--- config.mk ---
export PLATFORM = sky130hd
export DESIGN_NAME = fetch_ctrl
export DESIGN_NICKNAME = d
export VERILOG_FILES = /design/src/rtl/fetch_ctrl.sv
export SDC_FILE = /design/constraint.sdc
export NUM_CORES = 1
export LEC_CHECK = 0
export ABC_AREA = 1
export CAP_MARGIN = 15
export CORE_MARGIN = 2
export CORE_UTILIZATION = 23
export DETAILED_ROUTE_END_ITERATION = 8
export PLACE_DENSITY = 0.54
export RECOVER_POWER = 50
export REMOVE_ABC_BUFFERS = 1
export SLEW_MARGIN = 25
export SYNTH_ARGS = -nofsm -noshare
export SYNTH_HDL_FRONTEND = slang
export SYNTH_SLANG_ARGS = --single-unit
--- constraint.sdc ---
create_clock -name clk -period 4.3 [get_ports clk]
set_input_delay 0.645 -clock clk [delete_from_list [all_inputs] [get_ports clk]]
set_output_delay 0.645 -clock clk [all_outputs]
set_load 0.02 [all_outputs]
--- src/rtl/fetch_ctrl.sv ---
`default_nettype none
// ============================================================================
// fetch_ctrl : fetch-stage PC sequencer with a 2-entry fetch queue.
//              Optional macro FETCH_STATIC_BTAKEN_EN enables static taken
//              prediction for backward branches.
// Revision   : 1.0
// ============================================================================
module fetch_ctrl #(
    parameter logic [31:0] RESET_PC = 32'h0000_0000
) (
    input  logic        clk,
    input  logic        rst_n,
    output logic        ifetch_req,
    output logic [31:0] ifetch_addr,
    input  logic        ifetch_gnt,
    input  logic        ifetch_rvalid,
    input  logic [31:0] ifetch_rdata,
    output logic        fet_valid,
    output logic [31:0] fet_instr,
    output logic [31:0] fet_pc,
    input  logic        dec_ready,
    input  logic        isjal,
    input  logic        isjalr,
    input  logic        isbxx,
    input  logic        predict_bxxtaken,
    input  logic        ismret,
    input  logic        isecallbk,
    input  logic [31:0] jaloffset,
    input  logic [31:0] bxxoffset,
    input  logic [31:0] jalroffset,
    input  logic [31:0] jalr_xn,
    input  logic        jalr_dep,
    input  logic        exe_redirect,
    input  logic [31:0] exe_redirect_pc,
    input  logic        trap_req,
    input  logic [31:0] trap_pc,
    output logic        fet_redirect
);

    typedef enum logic [1:0] {
        ST_BOOT      = 2'd0,
        ST_RUN       = 2'd1,
        ST_JALR_WAIT = 2'd2,
        ST_SYS_WAIT  = 2'd3
    } state_t;

    state_t      state_q, state_d;
    logic [31:0] pc_q, pc_d;
    logic [31:0] hd_instr_q, hd_instr_d;
    logic [31:0] hd_pc_q, hd_pc_d;
    logic [31:0] tl_instr_q, tl_instr_d;
    logic [31:0] tl_pc_q, tl_pc_d;
    logic [1:0]  count_q, count_d;
    logic        inflight_q, inflight_d;
    logic        infl_epoch_q, infl_epoch_d;
    logic [31:0] infl_addr_q, infl_addr_d;
    logic        epoch_q, epoch_d;

    logic        w_global;
    logic [31:0] w_global_pc;
    logic        w_accept;
    logic        w_jalr_stall;
    logic        w_bxx_taken;
    logic [31:0] w_bxx_tgt;
    logic [31:0] w_jal_tgt;
    logic [31:0] w_jalr_tgt;
    logic        w_local_redirect;
    logic        w_sys;
    logic [31:0] w_local_tgt;
    logic [2:0]  w_occupancy;
    logic [2:0]  w_limit;
    logic        w_issue;
    logic        w_resp_ok;
    logic        w_flush;
    logic [1:0]  w_cnt_pop;

    // Commit-side redirects override everything except the boot cycle.
    assign w_global    = (state_q != ST_BOOT) & (exe_redirect | trap_req);
    assign w_global_pc = exe_redirect ? exe_redirect_pc : trap_pc;

    assign fet_valid    = (count_q != 2'd0) & ~w_global;
    assign fet_instr    = hd_instr_q;
    assign fet_pc       = hd_pc_q;
    assign w_jalr_stall = isjalr & jalr_dep;
    assign w_accept     = fet_valid & dec_ready & ~w_jalr_stall;

    assign w_jal_tgt  = fet_pc + jaloffset;
    assign w_jalr_tgt = (jalr_xn + jalroffset) & ~32'h1;

`ifdef FETCH_STATIC_BTAKEN_EN
    assign w_bxx_taken = isbxx & predict_bxxtaken;
    assign w_bxx_tgt   = fet_pc + bxxoffset;
`else
    logic w_unused_bxx;
    assign w_bxx_taken  = 1'b0;
    assign w_bxx_tgt    = 32'h0;
    assign w_unused_bxx = ^{isbxx, predict_bxxtaken, bxxoffset};
`endif

    // Credit: slots already owned plus the one in flight, less the slot freed now.
    assign w_occupancy = {1'b0, count_q} + {2'b00, inflight_q};
    assign w_limit     = 3'd2 + {2'b00, w_accept};
    assign ifetch_req  = (state_q == ST_RUN) & ~w_global & (w_occupancy < w_limit);
    assign ifetch_addr = pc_q;
    assign w_issue     = ifetch_req & ifetch_gnt;

    assign w_resp_ok = ifetch_rvalid & inflight_q & (infl_epoch_q == epoch_q);

    always_comb begin
        w_local_redirect = 1'b0;
        w_sys            = 1'b0;
        w_local_tgt      = 32'h0;
        if (w_accept) begin
            if (isjal) begin
                w_local_redirect = 1'b1;
                w_local_tgt      = w_jal_tgt;
            end else if (w_bxx_taken) begin
                w_local_redirect = 1'b1;
                w_local_tgt      = w_bxx_tgt;
            end else if (isjalr) begin
                w_local_redirect = 1'b1;
                w_local_tgt      = w_jalr_tgt;
            end else if (ismret | isecallbk) begin
                w_sys = 1'b1;
            end
        end
    end

    assign fet_redirect = w_local_redirect;
    assign w_flush      = w_global | w_local_redirect | w_sys;

    always_comb begin
        hd_instr_d = hd_instr_q;
        hd_pc_d    = hd_pc_q;
        tl_instr_d = tl_instr_q;
        tl_pc_d    = tl_pc_q;
        w_cnt_pop  = count_q - {1'b0, w_accept};
        if (w_accept) begin
            hd_instr_d = tl_instr_q;
            hd_pc_d    = tl_pc_q;
        end
        if (w_resp_ok) begin
            if (w_cnt_pop == 2'd0) begin
                hd_instr_d = ifetch_rdata;
                hd_pc_d    = infl_addr_q;
            end else begin
                tl_instr_d = ifetch_rdata;
                tl_pc_d    = infl_addr_q;
            end
        end
        count_d = w_cnt_pop + {1'b0, w_resp_ok};
        // A flush also swallows any response landing in the same cycle.
        if (w_flush) begin
            count_d = 2'd0;
        end
    end

    always_comb begin
        state_d      = state_q;
        pc_d         = pc_q;
        epoch_d      = epoch_q;
        inflight_d   = inflight_q;
        infl_epoch_d = infl_epoch_q;
        infl_addr_d  = infl_addr_q;

        if (ifetch_rvalid) begin
            inflight_d = 1'b0;
        end
        if (w_issue) begin
            inflight_d   = 1'b1;
            infl_epoch_d = epoch_q;
            infl_addr_d  = pc_q;
            pc_d         = pc_q + 32'd4;
        end

        case (state_q)
            ST_BOOT: begin
                state_d = ST_RUN;
            end
            ST_RUN: begin
                if (fet_valid & w_jalr_stall) begin
                    state_d = ST_JALR_WAIT;
                end else if (w_sys) begin
                    state_d = ST_SYS_WAIT;
                end
            end
            ST_JALR_WAIT: begin
                if (w_local_redirect) begin
                    state_d = ST_RUN;
                end
            end
            ST_SYS_WAIT: begin
                state_d = ST_SYS_WAIT;
            end
            default: begin
                state_d = ST_BOOT;
            end
        endcase

        if (w_local_redirect | w_sys) begin
            epoch_d = ~epoch_q;
        end
        if (w_local_redirect) begin
            pc_d = w_local_tgt;
        end

        if (w_global) begin
            pc_d    = w_global_pc;
            epoch_d = ~epoch_q;
            state_d = ST_RUN;
        end
    end

    always_ff @(posedge clk) begin
        if (!rst_n) begin
            state_q      <= ST_BOOT;
            pc_q         <= RESET_PC;
            hd_instr_q   <= 32'h0;
            hd_pc_q      <= 32'h0;
            tl_instr_q   <= 32'h0;
            tl_pc_q      <= 32'h0;
            count_q      <= 2'd0;
            inflight_q   <= 1'b0;
            infl_epoch_q <= 1'b0;
            infl_addr_q  <= 32'h0;
            epoch_q      <= 1'b0;
        end else begin
            state_q      <= state_d;
            pc_q         <= pc_d;
            hd_instr_q   <= hd_instr_d;
            hd_pc_q      <= hd_pc_d;
            tl_instr_q   <= tl_instr_d;
            tl_pc_q      <= tl_pc_d;
            count_q      <= count_d;
            inflight_q   <= inflight_d;
            infl_epoch_q <= infl_epoch_d;
            infl_addr_q  <= infl_addr_d;
            epoch_q      <= epoch_d;
        end
    end

endmodule
`default_nettype wire

Fig. 1: wiring by layer
Two of the layers only.
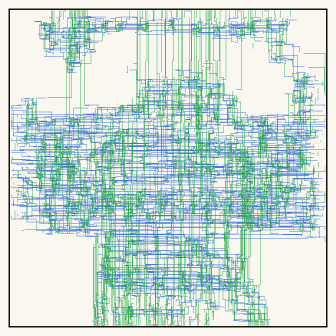
metal 1: shown in blue, wire length 27.0 mm. metal 2: shown in green, wire length 25.1 mm.

Fig. 2: clock nets
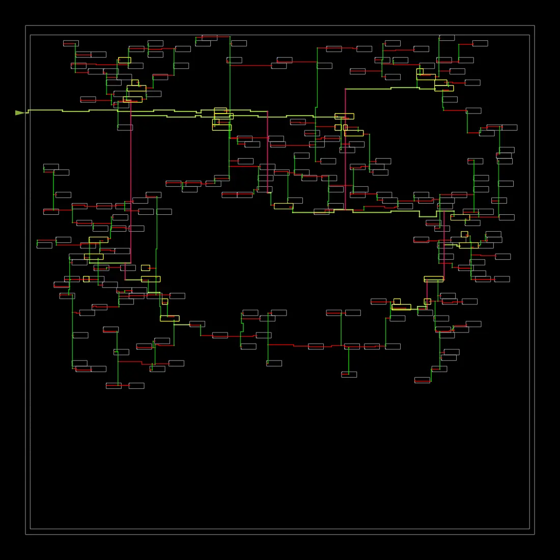
CTS sink count: 199
Flops: 199

==> flow_metrics.env <==
# yosys + openroad results
export IMPL_status="completed"
export IMPL_yosysChipArea_mm2=0.01355
export IMPL_die_height_um=246.7
export IMPL_end_kind="output pin"
export IMPL_clk_pin_slew_ns=0.08
export IMPL_top_cell="nand2_1"
export IMPL_final_nets=2713
export IMPL_largest_class="combinational gates"
export IMPL_worstPathRequired_ns=3.65
export IMPL_reg2regPathDepth=9
export IMPL_bufAreaShareNonClock_pct=18.24
export IMPL_topCellsByArea="dfxtp_1 (29%), nand2_1 (17%), o21ai_0 (7.3%)"
export IMPL_power_frac_clock_pct=32.4
export IMPL_tool_warnings=61
export IMPL_yosysWarnings=0
export IMPL_post_route_cell_area_mm2=0.01783
export IMPL_inv_count=181
export IMPL_dpl_cell_area_mm2=0.01729
export IMPL_comb_area_share_pct=47.05
export IMPL_cp_arrival_ns=3.13
export IMPL_ir_drop_uv=296.3
export IMPL_fin_worst_skew_ns=0.02124
export IMPL_core_rowCount=88
export IMPL_relSlewSlack_pct=22.74
export IMPL_die_area_mm2=0.06085
export IMPL_clk_path_buf_depth=2
export IMPL_area_growth_pct=31.65
export IMPL_setup_viol=0
export IMPL_synth_cell_types=56
Fig. 3: routed metal per tile
25 x 25 tiles, from dark blue (low) to red (high), scaled to the fullest tile. Values are wire area over tile area, all layers added.
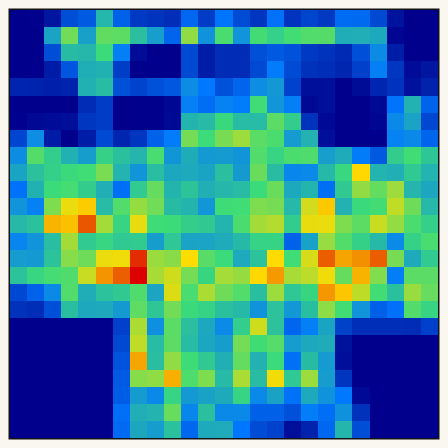
19% of the tiles are nearly empty. 23% of the tiles are over half the peak. The fullest tile reaches 0.47. The mean over all tiles is 0.15.

Fig. 4: wires at chosen ports, followed through buffers
Bar = 50 um.
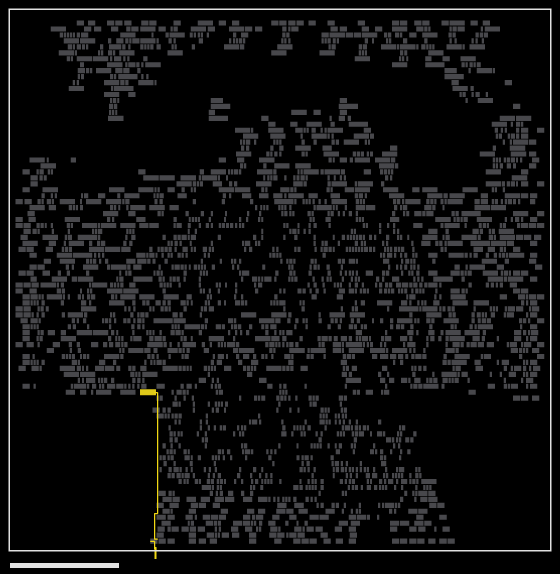
`trap_req`: shown in yellow, direction input, end cells 1, buffers 1, wire 77.0 um.

[worst max-delay path, stage by stage]
cell and delay [ns]:
dlygate4sd3_1 0.71, o22ai_4 0.26, nand3_1 0.31, o21ai_2 0.26, and2_0 0.27, clkdlybuf4s50_1 0.67
[cell families (layout without fill, tap and decap cells)]
logic type      count (synthesis)  after routing  synth area share [%]
buf+inv                       280            540                 8.507
fa+ha+maj                      68             68                 6.392
compound gates                498            498                 20.24
xor+xnor                       25             25                 1.616
flops                         199            199                 29.41
simple gates                 1089           1089                 33.84
[power by group through the flow]
stage	Combinational [W]	Sequential, W	Clock, W
floorplan	0.000635	0.00210	0
global placement	0.00135	0.00206	0
detailed placement	0.00135	0.00206	0
CTS	0.00136	0.00202	0.00166
global route	0.00147	0.00203	0.00173
finish	0.00133	0.00201	0.00161
[worst paths after layout]
check	start	to
worst max register to register	state_q[1]$_SDFFE_PP0P_	ifetch_addr[26]$_SDFFE_PN0P_
worst max-delay path	exe_redirect	ifetch_req
worst min register to register	infl_addr_q[7]$_SDFFE_PN0P_	tl_pc_q[7]$_SDFFE_PN0P_
worst min-delay path	infl_addr_q[7]$_SDFFE_PN0P_	tl_pc_q[7]$_SDFFE_PN0P_
[metal layers]
metal  vias up  share of wire (%)  wire length [um]
met3        37                6.7              3823
met2       426                 44             25090
met1      7008                 48             27030
met5         -                  0                 0
li1       7635                  -                 -
met4         0                1.2               699
[flip-flops by register name, summed over array words and instances, names as in the netlist, 2 cells and up]
signal,flops
fet_instr,32
fet_pc,32
ifetch_addr,32
infl_addr_q,32
tl_instr_q,32
tl_pc_q,32
count_q,2
state_q,2
